`src/rtl/mult16u_product_acc.sv`:
```
// Group-wise accumulator for the 32-bit unsigned product stream, with a valid/ready result port.
// Define MULT16U_PRODUCT_ACC_SAT_EN to clamp the sum on overflow instead of wrapping.
module mult16u_product_acc #(
  parameter int ACC_W = 40,
  parameter int CNT_W = 8
) (
  input  logic             clk,
  input  logic             rst,
  input  logic             in_valid,
  output logic             in_ready,
  input  logic [31:0]      in_product,
  input  logic             in_last,
  output logic             out_valid,
  input  logic             out_ready,
  output logic [ACC_W-1:0] out_sum,
  output logic [CNT_W-1:0] out_count,
  output logic             out_ovf
);

  typedef enum logic {ACCUM = 1'b0, HOLD = 1'b1} state_t;

  localparam logic [CNT_W-1:0] CNT_ONE = CNT_W'(1);

  state_t state_reg, state_next;

  logic [ACC_W-1:0] acc_reg;
  logic [CNT_W-1:0] cnt_reg;
  logic             ovf_reg;
  logic [ACC_W-1:0] sum_reg;
  logic [CNT_W-1:0] count_reg;
  logic             ovf_out_reg;

  logic             acc_fire;
  logic [ACC_W:0]   add_full;
  logic             carry;
  logic             ovf_new;
  logic [ACC_W-1:0] acc_new;
  logic [CNT_W-1:0] cnt_new;

  assign acc_fire = in_valid & in_ready;
  assign add_full = {1'b0, acc_reg} + {{(ACC_W + 1 - 32){1'b0}}, in_product};
  assign carry    = add_full[ACC_W];
  assign ovf_new  = ovf_reg | carry;

`ifdef MULT16U_PRODUCT_ACC_SAT_EN
  // Once the group has overflowed, the sum is pinned at full scale.
  assign acc_new = ovf_new ? {ACC_W{1'b1}} : add_full[ACC_W-1:0];
`else
  assign acc_new = add_full[ACC_W-1:0];
`endif

  assign cnt_new = (&cnt_reg) ? cnt_reg : cnt_reg + CNT_ONE;

  always_ff @(posedge clk) begin
    if (rst) begin
      state_reg <= ACCUM;
    end else begin
      state_reg <= state_next;
    end
  end

  // Handshake outputs depend on state only; rst masks them so nothing fires during reset.
  always_comb begin
    state_next = state_reg;
    in_ready   = 1'b0;
    out_valid  = 1'b0;
    case (state_reg)
      ACCUM: begin
        in_ready = ~rst;
        if (in_valid & ~rst & in_last) state_next = HOLD;
      end
      HOLD: begin
        out_valid = ~rst;
        if (out_ready & ~rst) state_next = ACCUM;
      end
      default: state_next = ACCUM;
    endcase
  end

  always_ff @(posedge clk) begin
    if (rst) begin
      acc_reg     <= '0;
      cnt_reg     <= '0;
      ovf_reg     <= 1'b0;
      sum_reg     <= '0;
      count_reg   <= '0;
      ovf_out_reg <= 1'b0;
    end else if (acc_fire) begin
      if (in_last) begin
        sum_reg     <= acc_new;
        count_reg   <= cnt_new;
        ovf_out_reg <= ovf_new;
        acc_reg     <= '0;
        cnt_reg     <= '0;
        ovf_reg     <= 1'b0;
      end else begin
        acc_reg <= acc_new;
        cnt_reg <= cnt_new;
        ovf_reg <= ovf_new;
      end
    end
  end

  assign out_sum   = sum_reg;
  assign out_count = count_reg;
  assign out_ovf   = ovf_out_reg;

endmodule

```
`config.mk`:
```
export PLATFORM = sky130hd
export DESIGN_NAME = mult16u_product_acc
export DESIGN_NICKNAME = d
export VERILOG_FILES = /design/src/rtl/mult16u_product_acc.sv
export SDC_FILE = /design/constraint.sdc
export NUM_CORES = 1
export LEC_CHECK = 0
export CAP_MARGIN = 20
export CELL_PAD_IN_SITES_DETAIL_PLACEMENT = 0
export CELL_PAD_IN_SITES_GLOBAL_PLACEMENT = 1
export CORE_MARGIN = 2
export CORE_UTILIZATION = 40
export DETAILED_ROUTE_END_ITERATION = 10
export GPL_ROUTABILITY_DRIVEN = 0
export GPL_TIMING_DRIVEN = 0
export PLACE_DENSITY_LB_ADDON = 0.1
export SYNTH_ARGS = -nofsm -noshare
export SYNTH_HDL_FRONTEND = slang
export SYNTH_SLANG_ARGS = --single-unit
```
`constraint.sdc`:
```
create_clock -name clk -period 4.11 [get_ports clk]
set_clock_uncertainty 0.2 [all_clocks]
set_input_delay 0.822 -clock clk [delete_from_list [all_inputs] [get_ports clk]]
set_output_delay 0.822 -clock clk [all_outputs]
set_load 0.01 [all_outputs]
```
==> Changelog: implementation, run 1 <==
### Physical design

* Warning count from the yosys run at 0
* Total count of max-transition violations in the final report at 0
* Critical Path Source: rst
* Count of flip-flops with a built-in enable after synthesis at 0
* HP Start: out_sum[11]
* Clock Path Buffers at 2
* Cell count after synthesis at 711
* Total grt overflow at 0
* Critical Path Sink Type: output port
* Switching power summed over all nets at 681 uW
* Chip Area, Yosys at 5590 sq um
* Insertion Delay late pin at 0.35 ns
* Number of placement rows at 43
* Core Area at 13800 sq um
* Fraction of final layout cells with drive strength greater than 1 at 3.32%
* Clock tree from TritonCTS: built
* Count of nets after finishing at 880
* Gate power share at 18.7%
* Total Routing Usage GR at 23.2%
* Setup repair after global routing missed its margin: false
* Number of diodes at 0
* Area after DPL at 6690 sq um
* Dominant cell area share at 35.4%
* Worst Path Arrival at 2.84 ns
* Dominant register cell: dfxtp_1
* Via count of the first global-routing pass at 5361
* Clock share of power at 39.3%
* Startpoint types: input pin
* Peak clock frequency supported by timing at 0.259 GHz
* Distinct cell type count after synthesis at 56
* H-tree lvl count at 3
* # DRC at 0
* Fraction of the cycle the final worst path needs at 94.0%
* Final Setup Violations at 0
* Post-Synthesis Net Count at 782
* Power Dens Cells at 348 nW/um^2
* Total of flip-flops plus latches after synthesis at 99
* Class of the tightest hold or removal check: reg -> reg
* Layout area overhead at 25.6%
* Crit Path Class: in -> out
* Synth Seq Share at 35.4%
* Most frequent cells after synthesis: dfxtp_1 (99), nand2_1 (88), o21ai_0 (75)
* Final standard cell area without fillers at 7020 sq um
* Post-CTS clock slew at the launch and capture registers of the worst setup and hold paths at 0.07 ns
* Dominant cell type by area after synthesis: dfxtp_1
* Number of top-level pins at 88
* Horizontal die dimension at 122 um
* Final antenna-violating net count at 0
* DRT Pass-1 Iters at 4
* Worst slack on hold paths at 0.260 ns
* Global-route wire length before repair at 27000 um
* Leakage Power at 0.00273 uW
* Fraction of registers with async set/reset at 0%
* Worst Max-Slew Pin Slew at 0.793 ns
* IR Drop Worst-Case VDD at 0.162 mV
* Syn avg cell area at 7.87 sq um
* Run status: complete, no violations
* CTS Root Cell: clkbuf_16
* Initial core utilization at 40.6%
* Internal power at 1770 uW
* Number of buffers inserted to repair setup after CTS at 0
* Tool warnings at 26
* Time the final worst path needs with I/O delays and setup at 3.87 ns
* Cell count in the Yosys report at 711
* Initial antenna violation count at 0
* Critical path peak fanout at 10
* Max-cap violations at 0
* Max_slew headroom at 46.6%
* Count of buffers inserted at the top-level ports at 87
* Util after Layout at 51.0%
* Largest net degree at the start of global routing at 17
* Number of buffers added by the clock tree synthesis step at 9
* Chip Area at 14900 sq um
* Aggregate routed wire length at 16900 um
* Startpoint of the worst-slack reg-to-reg timing path: acc_reg[9]
* Clk sinks at 99
* Post-synthesis instance area at 5590 sq um
* Number of buffers added to fix hold violations after cts at 0
run 1: power by group through the flow:
stage                     clock, uW  combinational (uW)  sequential [uW]
after detailed placement          0                 454             1050
after global placement            0                 450             1050
final                           962                 457             1030
after CTS                       980                 457             1030
after floorplan                   0                 264             1050
after global routing           1010                 506             1030
run 1: final timing paths:
check,endpoint,slack (ns),cells after the start
max,out_valid,0.24,6
min,out_sum[11],0.26,2
max reg2reg,acc_reg[32],0.80,10
min reg2reg,out_sum[11],0.26,2
run 1: area by class of cell:
class,count,area [sq um],share of cell area [%]
multi-input cells,556,3390,48.3
flip-flops and latches,99,1980,28.2
repair buffers,87,871,12.4
clock buffers,12,256,3.65
well taps,180,225,3.21
plain buffers,42,166,2.37
clock inverters,4,77.6,1.10
inverters,14,52.6,0.748
run 1: cell families after synthesis:
logic type               share of synthesized area [%]
flip-flops                                        35.4
AND-OR/OR-AND                                     23.6
multiplexers                                     0.716
AND/OR/NAND/NOR                                   22.3
buffers and inverters                             3.91
adder cells (fa/ha/maj)                           7.74
XOR/XNOR                                          6.26
run 1: worst max-delay path, stage by stage:
cell             delay [ns]
clkdlybuf4s50_1        0.58
inv_1                  0.16
clkbuf_1               0.53
nand2_1                0.14
inv_1                  0.08
clkdlybuf4s50_1        0.52
run 1: through the flow:
stage | cells | power, uW | TNS [ns] | setup WS [ns]
6_report | 994 | 2450 | 0 | 0.245
3_5_place_dp | 978 | 1500 | -0.270 | -0.0681
4_1_cts | 994 | 2460 | 0 | 0.213
3_3_place_gp | 978 | 1500 | -0.0264 | -0.0264
5_1_grt | 994 | 2550 | 0 | 0.0509
2_1_floorplan | 711 | 1320 | 0 | 0.708
run 1: layout by cell type, fill, tap and decap left out, types with 5 or more instances in the layout:
cell,netlist,final
a21oi_1,47,47
o211ai_1,11,11
xor2_1,12,12
nor2_1,54,54
xnor2_1,28,28
and3_1,6,6
ha_1,33,33
clkbuf_1,39,40
o21ai_0,75,75
a21o_1,16,16
nand4_1,13,13
nor2b_1,8,8
a211oi_1,5,5
clkbuf_16,0,9
o21a_1,5,5
clkdlybuf4s50_1,0,87
inv_1,14,14
nor3_1,11,11
nand3_1,56,56
a31oi_1,10,10
a22oi_1,12,12
nand2_1,88,88
and2_1,5,5
o31ai_1,8,8
dfxtp_1,99,99
run 1: metal layers:
metal,track usage [%],wire length [um],up-vias
li1,-,-,2767
met1,30.4,7780,2595
met2,39.3,8020,177
met3,2.83,816,15
met4,7.97,272,0
met5,0,0,-
Figure 1. M3 wires (run 1).
Scale: 4 px per um. Cells faint in the background.
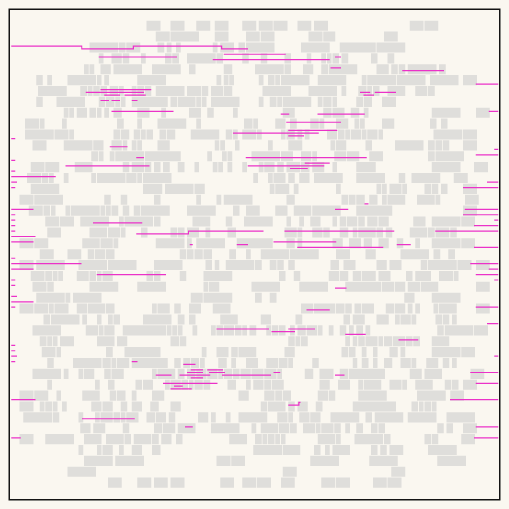
wire length on this layer	817 um
nets with wire on the layer	102
Global Route met3 Usage: 2.83%
vias: 5554

Figure 2. Clock wires, drivers and flops (run 1).
Scale: 3 px per um.
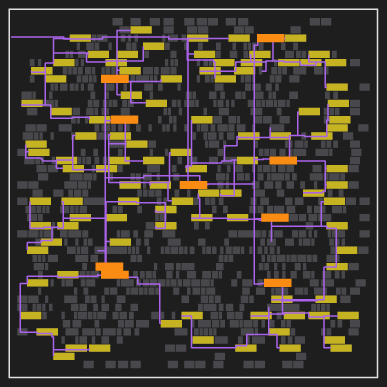
[yellow] flip-flops | count: 99
[orange] clock drivers | count: 9
[purple] clock wires | length: 1390 um
routed clock nets	10

Figure 3. Local utilization (run 1).
Scale: 3 px per um. 12 x 12 tiles, from white (low) to dark blue (high), 0 to 100% covered.
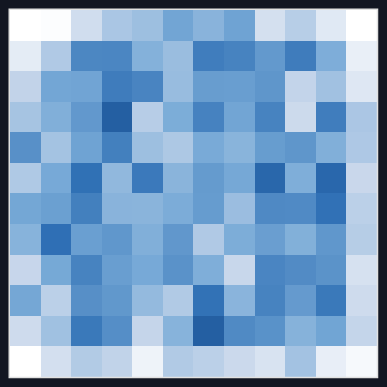
mean over tiles	46%
emptiest ninth of the die	north-east
nearly empty tiles	2.8%

==> inputs of run 2 (changes only) <==
--- a/config.mk
+++ b/config.mk
@@ -13,7 +13,9 @@
 export DETAILED_ROUTE_END_ITERATION = 10
 export GPL_ROUTABILITY_DRIVEN = 0
 export GPL_TIMING_DRIVEN = 0
+export MAX_ROUTING_LAYER = met4
 export PLACE_DENSITY_LB_ADDON = 0.1
+export SLEW_MARGIN = 10
 export SYNTH_ARGS = -nofsm -noshare
 export SYNTH_HDL_FRONTEND = slang
 export SYNTH_SLANG_ARGS = --single-unit
==> constraint.sdc (replaced) <==
create_clock -name clk -period 4.2 [get_ports clk]
set_clock_uncertainty 0.2 [all_clocks]
set_input_delay 0.84 -clock clk [delete_from_list [all_inputs] [get_ports clk]]
set_output_delay 0.84 -clock clk [all_outputs]
set_load 0.01 [all_outputs]
==> run 2 against run 1 <==
Net effect: register-to-register slack improved by 0.11 ns; via count barely moved; clock power fell by 2%; flip-flop count did not move; count of clock-buffer cells in the layout did not move; global-route usage rose by 0.68 points; critical path type unchanged; critical path depth did not move.
==> Changelog: implementation, run 2 <==
### Physical design

* Dominant register cell: dfxtp_1
* Most instantiated logic cells after routing: dfxtp_1 (99), nand2_1 (88), clkdlybuf4s50_1 (87)
* Count of nets after finishing at 880
* Reg-to-reg critical path endpoint: acc_reg[32]
* And+or+nand+nor area frac at 22.3%
* Worst Path Arrival at 2.86 ns
* Total of flip-flops plus latches after synthesis at 99
* Metal2 WL at 7990 um
* Fraction of the cycle the final worst path needs at 92.8%
* Most used logic cell in the final layout: dfxtp_1
* Largest net degree at the start of global routing at 17
* Final Setup Violations at 0
* Cell count in the Yosys report at 711
* Tool warnings at 26
* Peak clock frequency supported by timing at 0.256 GHz
* Number of diodes at 0
* Critical Path Source: rst
* Vias at 5555
* IR Drop Worst-Case VDD at 0.160 mV
* Chip Area, Yosys at 5590 sq um
* FF-to-FF setup slack at 0.91 ns
* Warning count from the yosys run at 0
* Fraction of final layout cells with drive strength greater than 1 at 3.32%
* Aggregate routed wire length at 16900 um
* Crit Path Class: in -> out
* Critical path cell sequence: clkdlybuf4s50_1 > inv_1 > clkbuf_1 > nand2_1 > inv_1 > clkdlybuf4s50_1
* Worst slack at placement at 0.00391 ns
* Number of placement rows at 43
* Worst Max-Slew Pin Slew at 0.802 ns
* Clock tree from TritonCTS: built
* Dominant cell area share at 35.4%
* # DRC at 0
* Distinct cell type count after synthesis at 56
* Synthesized-area fraction occupied by adder cells at 7.74%
* Most frequent cells after synthesis: dfxtp_1 (99), nand2_1 (88), o21ai_0 (75)
* Met1 wire length at 7910 um
* Detailed route wirelength on metal3 at 699 um
* Number of buffers added by the clock tree synthesis step at 9
* Delay of the slowest cell on the worst path at 0.59 ns
* Post-CTS clock slew at the launch and capture registers of the worst setup and hold paths at 0.07 ns
* Gate power share at 18.7%
* Main logic family: AND-OR/OR-AND gates
* Capture point of the worst path: out_valid
* Fraction of registers with async set/reset at 0%
* Run status: complete, no violations
* Switching power summed over all nets at 668 uW
* Area fraction in mux cells at 0.716%
* Final setup slack of the worst path at 0.301 ns
* Count of buffers inserted at the top-level ports at 87
* Internal power at 1730 uW
* Layout area overhead at 25.6%
* Total grt overflow at 0
* Critical Path Sink Type: output port
* Total power at 2400 uW
* Count of flip-flops with a built-in enable after synthesis at 0
* CTS Root Cell: clkbuf_16
* Syn avg cell area at 7.87 sq um
* Clk sinks at 99
* Time the final worst path needs with I/O delays and setup at 3.90 ns
* H-tree lvl count at 3
* Post-synthesis instance area at 5590 sq um
* Initial antenna violation count at 0
* Cell count after synthesis at 711
* AND-OR/OR-AND Cells, Area Fraction at 23.6%
* Global-route wire length before repair at 27000 um
* Final antenna-violating net count at 0
* Startpoint of the worst-slack reg-to-reg timing path: acc_reg[9]
* Max-cap violations at 0
* Leakage Power at 0.00273 uW
* Total negative slack at 0 ns
* Power Dens Cells at 341 nW/um^2
==> run 2: cell counts after synthesis <==
No cell type changed its count.
==> run 2: final cells by class <==
class	count	area (sq um)	share of cell area [%]
tap	180	225	3.21
multi-input combinational	556	3390	48.3
timing repair buffer	87	871	12.4
inverter	14	52.6	0.748
buffer	42	166	2.37
clock buffer	12	256	3.65
clock inverter	4	77.6	1.10
sequential	99	1980	28.2
==> run 2: stage by stage <==
| stage | instance area (sq um) | utilization, % | std cells |
|---|---|---|---|
| detailed placement | 6690 | 48.6 | 978 |
| finish | 7020 | 51.0 | 994 |
| floorplan | 5590 | - | 711 |
| global placement | 6690 | 48.6 | 978 |
| CTS | 7020 | 51.0 | 994 |
| global route | 7020 | 51.0 | 994 |
==> run 2: worst min-delay path by stage <==
stage	end	from	slack, ns
after CTS	out_sum[3]	out_sum[3]	0.26
after global routing	out_sum[31]	out_sum[31]	0.27
after detailed placement	out_sum[11]	out_sum[11]	0.24
final	out_sum[3]	out_sum[3]	0.26
after global placement	acc_reg[25]	acc_reg[25]	0.24
after floorplan	ovf_reg	ovf_reg	0.23
==> run 2: power by group through the flow <==
stage               Clock [uW]  Sequential [uW]  Combinational [uW]
floorplan                    0             1030                 259
global placement             0             1030                 441
detailed placement           0             1030                 444
CTS                        959             1010                 448
global route               994             1010                 495
finish                     943             1010                 447
==> run 2: per-layer routing <==
layer / vias up / track usage [%]
met5: - / -
met1: 2612 / 30.6
met4: 0 / 7.97
met3: 19 / 2.70
met2: 158 / 39.2
li1: 2766 / -
==> run 2: logic make-up after synthesis <==
logic type	count (synthesis)
simple gates	265
compound gates	213
flops	99
buf+inv	56
xor+xnor	40
fa+ha+maj	34
mux	4
==> run 2: critical path, delay by kind of cell <==
family,cells,cell delay [ns]
buf+inv,5,1.88
simple gates,1,0.14
Figure 4. Local utilization (run 2).
Scale: 3 px per um. 12 x 12 tiles, from white (low) to dark blue (high), 0 to 100% covered.
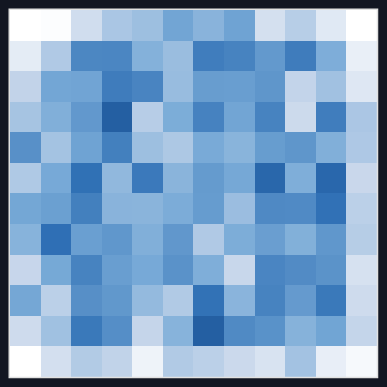
tiles over 75% full	2.8%
nearly empty tiles	2.8%
emptiest ninth of the die	north-east
fullest tile	81%
mean over tiles	46%
Util after Layout: 51.0%
Core Area: 13800 sq um
initial core utilization: 40.6%

No activity file was given, so power comes from the tool's default toggle rates.
